### config.mk
export PLATFORM = sky130hd
export DESIGN_NAME = symbol_decoder
export DESIGN_NICKNAME = d
export VERILOG_FILES = /design/src/rtl/symbol_decoder.sv
export SDC_FILE = /design/constraint.sdc
export NUM_CORES = 1
export LEC_CHECK = 0
export CORE_ASPECT_RATIO = 1.25
export CORE_MARGIN = 4
export CORE_UTILIZATION = 40
export DETAILED_ROUTE_END_ITERATION = 16
export GPL_TIMING_DRIVEN = 0
export PLACE_DENSITY = 0.64
export SETUP_SLACK_MARGIN = 0.1
export SLEW_MARGIN = 20
export SYNTH_ARGS = -nofsm -noshare
export SYNTH_HDL_FRONTEND = slang
export SYNTH_SLANG_ARGS = --single-unit
### constraint.sdc
create_clock -name ClkSymDec -period 2 [get_ports ClkSymDec]
set_input_delay 0.2 -clock ClkSymDec [delete_from_list [all_inputs] [get_ports ClkSymDec]]
set_output_delay 0.2 -clock ClkSymDec [all_outputs]
set_load 0.05 [all_outputs]
### src/rtl/symbol_decoder.sv
// symbol_decoder: maps 8-bit line symbols back to 4-bit indices,
// tracks stream lock and counts target hits and decode errors.
module symbol_decoder #(
  parameter int LOCK_N = 4,
  parameter int LOSS_N = 3,
  parameter int CNT_W  = 16
) (
  input  logic             ClkSymDec,
  input  logic             RstN,
  input  logic             SymValid,
  output logic             SymReady,
  input  logic [7:0]       SymIn,
  output logic             IdxValid,
  input  logic             IdxReady,
  output logic [3:0]       IdxOut,
  output logic             SymErr,
  input  logic [3:0]       TargetIdx,
  input  logic             CntClear,
  output logic             Locked,
  output logic [CNT_W-1:0] HitCount,
  output logic [CNT_W-1:0] ErrCount,
  output logic             CountSat
);

  typedef enum logic {
    HUNT   = 1'b0,
    LOCKED = 1'b1
  } state_e;

  localparam logic [CNT_W-1:0] CNT_MAX  = {CNT_W{1'b1}};
  localparam logic [3:0]       LOCK_THR = 4'(LOCK_N);
  localparam logic [3:0]       LOSS_THR = 4'(LOSS_N);

  state_e           state_q, state_d;
  logic [3:0]       good_q, good_d;
  logic [3:0]       bad_q, bad_d;
  logic [CNT_W-1:0] hit_q, hit_d;
  logic [CNT_W-1:0] errc_q, errc_d;
  logic             sat_q, sat_d;
  logic             vld_q;
  logic [3:0]       idx_q;
  logic             serr_q;

  logic       acc;
  logic [3:0] dec_idx;
  logic       dec_bad;
  logic [3:0] good_inc;
  logic [3:0] bad_inc;

  assign SymReady = !vld_q || IdxReady;
  assign acc      = SymValid && SymReady;

  always_comb begin
    dec_idx = 4'd0;
    dec_bad = 1'b0;
    unique case (SymIn)
      8'hEA: dec_idx = 4'd0;
      8'hF1: dec_idx = 4'd1;
      8'hD6: dec_idx = 4'd2;
      8'h89: dec_idx = 4'd3;
      8'h9E: dec_idx = 4'd4;
      8'hE5: dec_idx = 4'd5;
      8'hB6: dec_idx = 4'd6;
      8'hBF: dec_idx = 4'd7;
      8'hDA: dec_idx = 4'd8;
      8'hD5: dec_idx = 4'd9;
      8'hE6: dec_idx = 4'd10;
      8'h9D: dec_idx = 4'd11;
      8'hF8: dec_idx = 4'd12;
      8'hB3: dec_idx = 4'd13;
      8'hF4: dec_idx = 4'd14;
      8'hED: dec_idx = 4'd15;
      default: dec_bad = 1'b1;
    endcase
  end

  assign good_inc = good_q + 4'd1;
  assign bad_inc  = bad_q + 4'd1;

  // Counting looks at state_q, so the accept that locks is never counted
  always_comb begin
    state_d = state_q;
    good_d  = good_q;
    bad_d   = bad_q;
    hit_d   = hit_q;
    errc_d  = errc_q;
    sat_d   = sat_q;
    if (acc) begin
      unique case (state_q)
        HUNT: begin
          if (dec_bad) begin
            good_d = 4'd0;
          end else begin
            good_d = good_inc;
            if (good_inc == LOCK_THR) begin
              state_d = LOCKED;
              bad_d   = 4'd0;
            end
          end
        end
        LOCKED: begin
          if (dec_bad) begin
            bad_d = bad_inc;
            if (errc_q != CNT_MAX) errc_d = errc_q + 1'b1;
            if (bad_inc == LOSS_THR) begin
              state_d = HUNT;
              good_d  = 4'd0;
            end
          end else begin
            bad_d = 4'd0;
            if (dec_idx == TargetIdx && hit_q != CNT_MAX)
              hit_d = hit_q + 1'b1;
          end
        end
      endcase
    end
    if (hit_d == CNT_MAX || errc_d == CNT_MAX) sat_d = 1'b1;
    if (CntClear) begin
      hit_d  = '0;
      errc_d = '0;
      sat_d  = 1'b0;
    end
  end

  always_ff @(posedge ClkSymDec or negedge RstN) begin
    if (!RstN) begin
      state_q <= HUNT;
      good_q  <= 4'd0;
      bad_q   <= 4'd0;
      hit_q   <= '0;
      errc_q  <= '0;
      sat_q   <= 1'b0;
    end else begin
      state_q <= state_d;
      good_q  <= good_d;
      bad_q   <= bad_d;
      hit_q   <= hit_d;
      errc_q  <= errc_d;
      sat_q   <= sat_d;
    end
  end

  always_ff @(posedge ClkSymDec or negedge RstN) begin
    if (!RstN) begin
      vld_q  <= 1'b0;
      idx_q  <= 4'd0;
      serr_q <= 1'b0;
    end else if (acc) begin
      vld_q  <= 1'b1;
      idx_q  <= dec_idx;
      serr_q <= dec_bad;
    end else if (IdxReady) begin
      vld_q  <= 1'b0;
    end
  end

  assign IdxValid = vld_q;
  assign IdxOut   = idx_q;
  assign SymErr   = serr_q;
  assign Locked   = (state_q == LOCKED);
  assign HitCount = hit_q;
  assign ErrCount = errc_q;
  assign CountSat = sat_q;

endmodule

==> flow_summary.json, run 1 <==
{
  "run_status": "finished, violations left",
  "violations": "setup timing",
  "relSlewSlack": 0.603,
  "switching_share": 0.318,
  "layout-drive-gt1-share": 0.337,
  "tap_cells": 95,
  "synth_flop_count": 48,
  "gr-usage-met3": 0.0340,
  "fill_cells": 624,
  "clk_share": 0.0174,
  "postLayoutCoreUtil": 0.656,
  "signal_buffers": 127,
  "htreeDepth": 2,
  "setup_viol": 39,
  "first_global_vias": 3149,
  "critPathCaptureType": "register",
  "pre_cts_slack_ns": -2.00,
  "initCoreUtil": 0.415,
  "crit_slowest_cell": "or4_4",
  "core_um2": 7880,
  "comb_power_share": 0.254,
  "final-max-slew-violation-count": 0,
  "hold_viol": 0,
  "hp-class": "input port to asynchronous set/reset pin",
  "clk_path_buf_depth": 2,
  "cp_top_family": "simple AND/OR/NAND/NOR gates",
  "clk_pin_slew_ns": 0.09,
  "p_leak_nw": 2.21,
  "yosysMostFrequentCell": "nor2_1",
  "nMultiInputCombCells": 309,
  "nFlopsAndLatches": 48,
  "drc": 0,
  "wl_met1_um": 4090,
  "yosys-top-cells-count": "nor2_1, dfrtp_1, nand2_1, o21ai_0, nand3_1",
  "ys_warn_count": 0,
  "p_sw_mw": 0.721,
  "drt.antenna.violating_nets": 0,
  "synthArstFlopShare": 1.00,
  "yosysUniqueCellTypes": 62,
  "path_class": "input port to register",
  "clock_skew_ns": 0.00540,
  "wl_met2_um": 4870,
  "syn_to_final_growth_pct": 58.0,
  "endpoint": "CountSat",
  "p_per_area_nw_per_um2": 439,
  "postLayoutCellArea_um2": 5170,
  "wl_per_cell_um": 15.9,
  "comb_cell_power_mw": 0.576,
  "r2r_setup_slack_ns": -0.59,
  "hpwl_um": 6050,
  "cts_tree": "built",
  "routed.top_layer": "met4",
  "rsz0062_at_grt": "true",
  "xor_share": 0.0829,
  "cts-resized-gates": 96,
  "finalClockPeriodUsage": 1.35,
  "cp_max_fo": 9,
  "p_int_mw": 1.55,
  "yosysChipArea_um2": 3270,
  "fmax_mhz": 370,
  "required_ns": 2.20,
  "cp.depth": 11,
  "final_cell_mix": "buf_4, clkdlybuf4s50_1, nor2_1",
  "synth_area_um2": 3270,
  "cp.arrival_ns": 2.90,
  "nonClkBufAreaFrac": 0.231,
  "use_met1": 0.245,
  "crit_buf_inv": 2,
  "comb_share": 0.488,
  "cap_violations": 0,
  "worstRegToRegCells": 12,
  "top_area_cell": "dfrtp_1",
  "setup_ws_ns": -0.700,
  "grt.overflow.total": 0,
  "critPathLaunch": "SymIn[0]",
  "worstReg2RegEnd": "CountSat",
  "track_usage": 0.190,
  "edf_count": 0,
  "rows": 36,
  "via_per_inst": 5.53,
  "grt_max_degree": 26,
  "ctsHoldBuffers": 1,
  "grt_pass1_wl_um": 14700,
  "worst_slew_pin_slew_ns": 0.595,
  "use_met2": 0.325,
  "inverters": 9,
  "cts_setup_buffers": 26,
  "synthCells": 382,
  "synth-simple-area-share": 0.359,
  "path_cells": "buf_12, or3b_4, a2111o_1, nand4_4, nor4b_4, or4_4, nor3_4, buf_6, and3b_1, o2111ai_2, o41ai_2",
  "synth.avg_cell_area_um2": 8.57,
  "drtIter0Drc": 55,
  "syn-num-nets": 405,
  "firstDrtPassIters": 4,
  "dominant-cell-class": "combinational gates",
  "cpPeakStageDelay_ns": 0.57,
  "synth_seq_share": 0.367,
  "pwr-share-clk": 0.263,
  "yosys_cells": 382,
  "total_power_mw": 2.27,
  "gp_congestion": 0.818,
  "nets": 523,
  "logic_area_um2": 2530,
  "r2r-start": "HitCount[0]",
  "ff_type": "dfrtp_1",
  "n_antenna_cell": 0,
  "aoi_share": 0.115,
  "die_area_um2": 9710,
  "top_cell_area_share": 0.367,
  "io_pins": 58,
  "muxShareOfSynthArea": 0.0218,
  "wl_met3_um": 352,
  "ir_worst_vdd_v": 0.000437,
  "ys_sh_adder": 0.0229,
  "busiest_layer": "met2",
  "top_cells_by_area": "dfrtp_1, nor2_1, nand2_1",
  "fin_crit_ns": 2.70,
  "p_seq_frac": 0.483,
  "antenna_found_initial": 0,
  "warning_count": 31,
  "worstSetupStartpointType": "input port",
  "tns_ns": -15.07,
  "root_buffer": "clkbuf_8",
  "dpl_cell_area_um2": 4040,
  "power-top-group": "sequential cells",
  "timing.hold.ws_ns": 0.427,
  "topCombFamilyByArea": "simple AND/OR/NAND/NOR gates",
  "fin_cells": 596,
  "placed_cells": 534
}
**Run 1: I/O pins on the die edge**

Pins as bars across the die edge, other pins in grey.
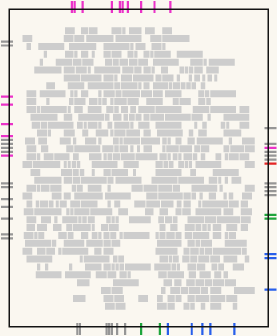
port	colour	pins	direction	edge
IdxReady	red	1	input	right
TargetIdx	green	4	input	2 bottom, 2 right
ErrCount	magenta	16	output	10 top, 5 left, 1 right
SymIn	blue	8	input	5 bottom, 3 right
all pins by edge	18 left, 16 right, 14 bottom, 10 top
die width: 88.9 um
Port Buf Inserts: 56
chip height: 109 um

**Run 1: metal layers overlaid**

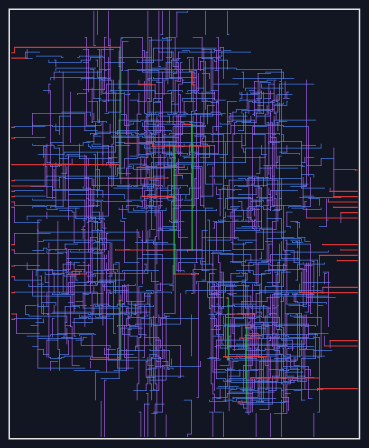
layer	colour	wire length
metal 3	red	353 um
metal 4	green	148 um
metal 1	blue	4,090 um
metal 2	purple	4,870 um
via count: 3,297
final WL: 9470 um

**Run 1: clock routing**

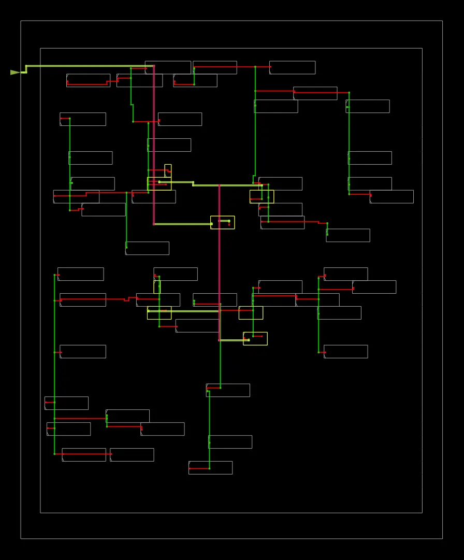
clock sink count: 48
Latency at later pin: 0.30 ns
clock buf count: 8
number of buffers created by CTS: 5
power of the clock network: 0.598 mW

**Run 1: register map, names as in the netlist**

Other sequential cells in the stronger grey, the rest of the logic in the fainter grey.
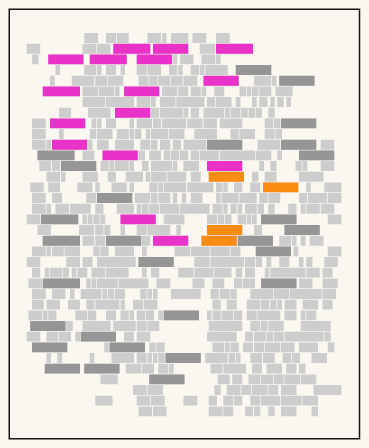
signal	colour	placed flops
good_q	orange	4
ErrCount	magenta	16
Seq/total area: 0.234
power in sequential cells: 1.10 mW
Sequential Area: 1210 um^2

==> inputs of run 2 (changes only) <==
--- a/config.mk
+++ b/config.mk
@@ -9,7 +9,7 @@
 export CORE_MARGIN = 4
 export CORE_UTILIZATION = 40
 export DETAILED_ROUTE_END_ITERATION = 16
-export GPL_TIMING_DRIVEN = 0
+export GPL_TIMING_DRIVEN = 1
 export PLACE_DENSITY = 0.64
 export SETUP_SLACK_MARGIN = 0.1
 export SLEW_MARGIN = 20
**Run 2: metal layers overlaid**

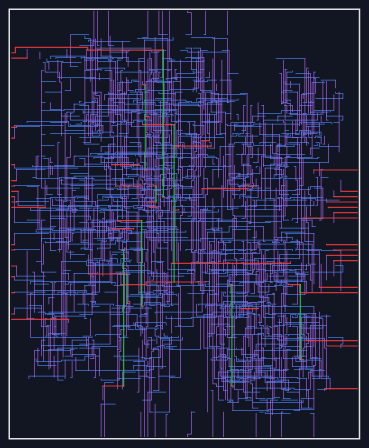
via count: 3,566
Total GRT Usage: 0.219
routed len/inst: 16.4 um
final WL: 10,600 um

==> run 2 against run 1 <==
Effect of this change:
- synthesized cell count stayed put
- setup slack better by 0.055 ns
- maximum frequency is 2.1% higher
- sequential cell count stayed put
- clock power is 4.5% higher
- global-route usage is 2.9 points higher
- the run still ends with setup timing left
- clock-buffer cell count is 1 lower
==> flow_summary.json, run 2 <==
{
  "cp.arrival_ns": 2.85,
  "placed_cells": 615,
  "ff_type": "dfrtp_1",
  "synthArstFlopShare": 1.00,
  "hpwl_um": 7370,
  "path_cells": "buf_8, buf_6, nand4bb_4, or3b_4, a21oi_4, nor4b_4, buf_4, or3_4, nor4_4, mux2i_1, or2_1, o41ai_2",
  "comb_share": 0.446,
  "use_met1": 0.270,
  "rows": 36,
  "cpPeakStageDelay_ns": 0.40,
  "dominant-cell-class": "combinational gates",
  "top_cell_area_share": 0.367,
  "worstReg2RegEnd": "CountSat",
  "tns_ns": -14.49,
  "yosys_cells": 382,
  "required_ns": 2.21,
  "ctsHoldBuffers": 1,
  "final_cell_mix": "buf_4, clkdlybuf4s50_1, nor2_1",
  "nonClkBufAreaFrac": 0.289,
  "clk_pin_slew_ns": 0.09,
  "final-max-slew-violation-count": 0,
  "yosysChipArea_um2": 3270,
  "syn_to_final_growth_pct": 68.1,
  "cts_tree": "built",
  "cp.depth": 12,
  "top_area_cell": "dfrtp_1",
  "routed.top_layer": "met4",
  "fin_crit_ns": 2.65,
  "comb_power_share": 0.277,
  "use_met2": 0.390,
  "layout-drive-gt1-share": 0.400,
  "p_seq_mw": 1.07,
  "cts-resized-gates": 75,
  "fin_cells": 648,
  "htreeDepth": 2,
  "clk_share": 0.0173,
  "rsz0062_at_grt": "true",
  "gr-usage-met3": 0.0348,
  "synth_area_um2": 3270,
  "clock_skew_ns": 0.00406,
  "nets": 575,
  "nMultiInputCombCells": 309,
  "worst_slew_pin_slew_ns": 0.609,
  "dpl_cell_area_um2": 4710,
  "synth.avg_cell_area_um2": 8.57,
  "setup_ws_ns": -0.645,
  "initCoreUtil": 0.415,
  "fill_cells": 605,
  "synth_flop_count": 48,
  "core_um2": 7880,
  "violations": "setup timing",
  "pwr-share-clk": 0.266,
  "yosys-top-cells-count": "nor2_1, dfrtp_1, nand2_1, o21ai_0, nand3_1",
  "nFlopsAndLatches": 48,
  "path_class": "input port to register",
  "warning_count": 31,
  "switching_share": 0.320,
  "drt.antenna.violating_nets": 0,
  "root_buffer": "clkbuf_8",
  "logic_area_um2": 2450,
  "cts_setup_buffers": 12,
  "aoi_share": 0.115,
  "ir_worst_vdd_v": 0.000489,
  "critPathLaunch": "SymIn[0]",
  "p_seq_frac": 0.457,
  "power-top-group": "sequential cells",
  "run_status": "finished, violations left",
  "inverters": 9,
  "regArea_um2": 1210,
  "critPathCaptureType": "register",
  "relSlewSlack": 0.592,
  "pre_cts_slack_ns": -1.36,
  "synth_seq_share": 0.367,
  "setup_viol": 42
}
**Run 2: I/O pins on the die edge**

Pins as bars across the die edge, other pins in grey.
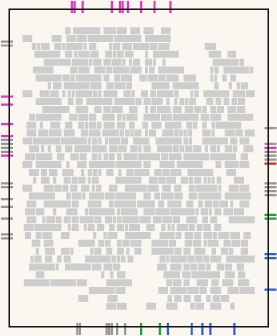
port	colour	pins	direction	edge
IdxReady	red	1	input	right
TargetIdx	green	4	input	2 bottom, 2 right
SymIn	blue	8	input	5 bottom, 3 right
ErrCount	magenta	16	output	10 top, 5 left, 1 right
all pins by edge	18 left, 16 right, 14 bottom, 10 top
Port Buf Inserts: 57

Power is estimated from default activity; no workload was simulated.
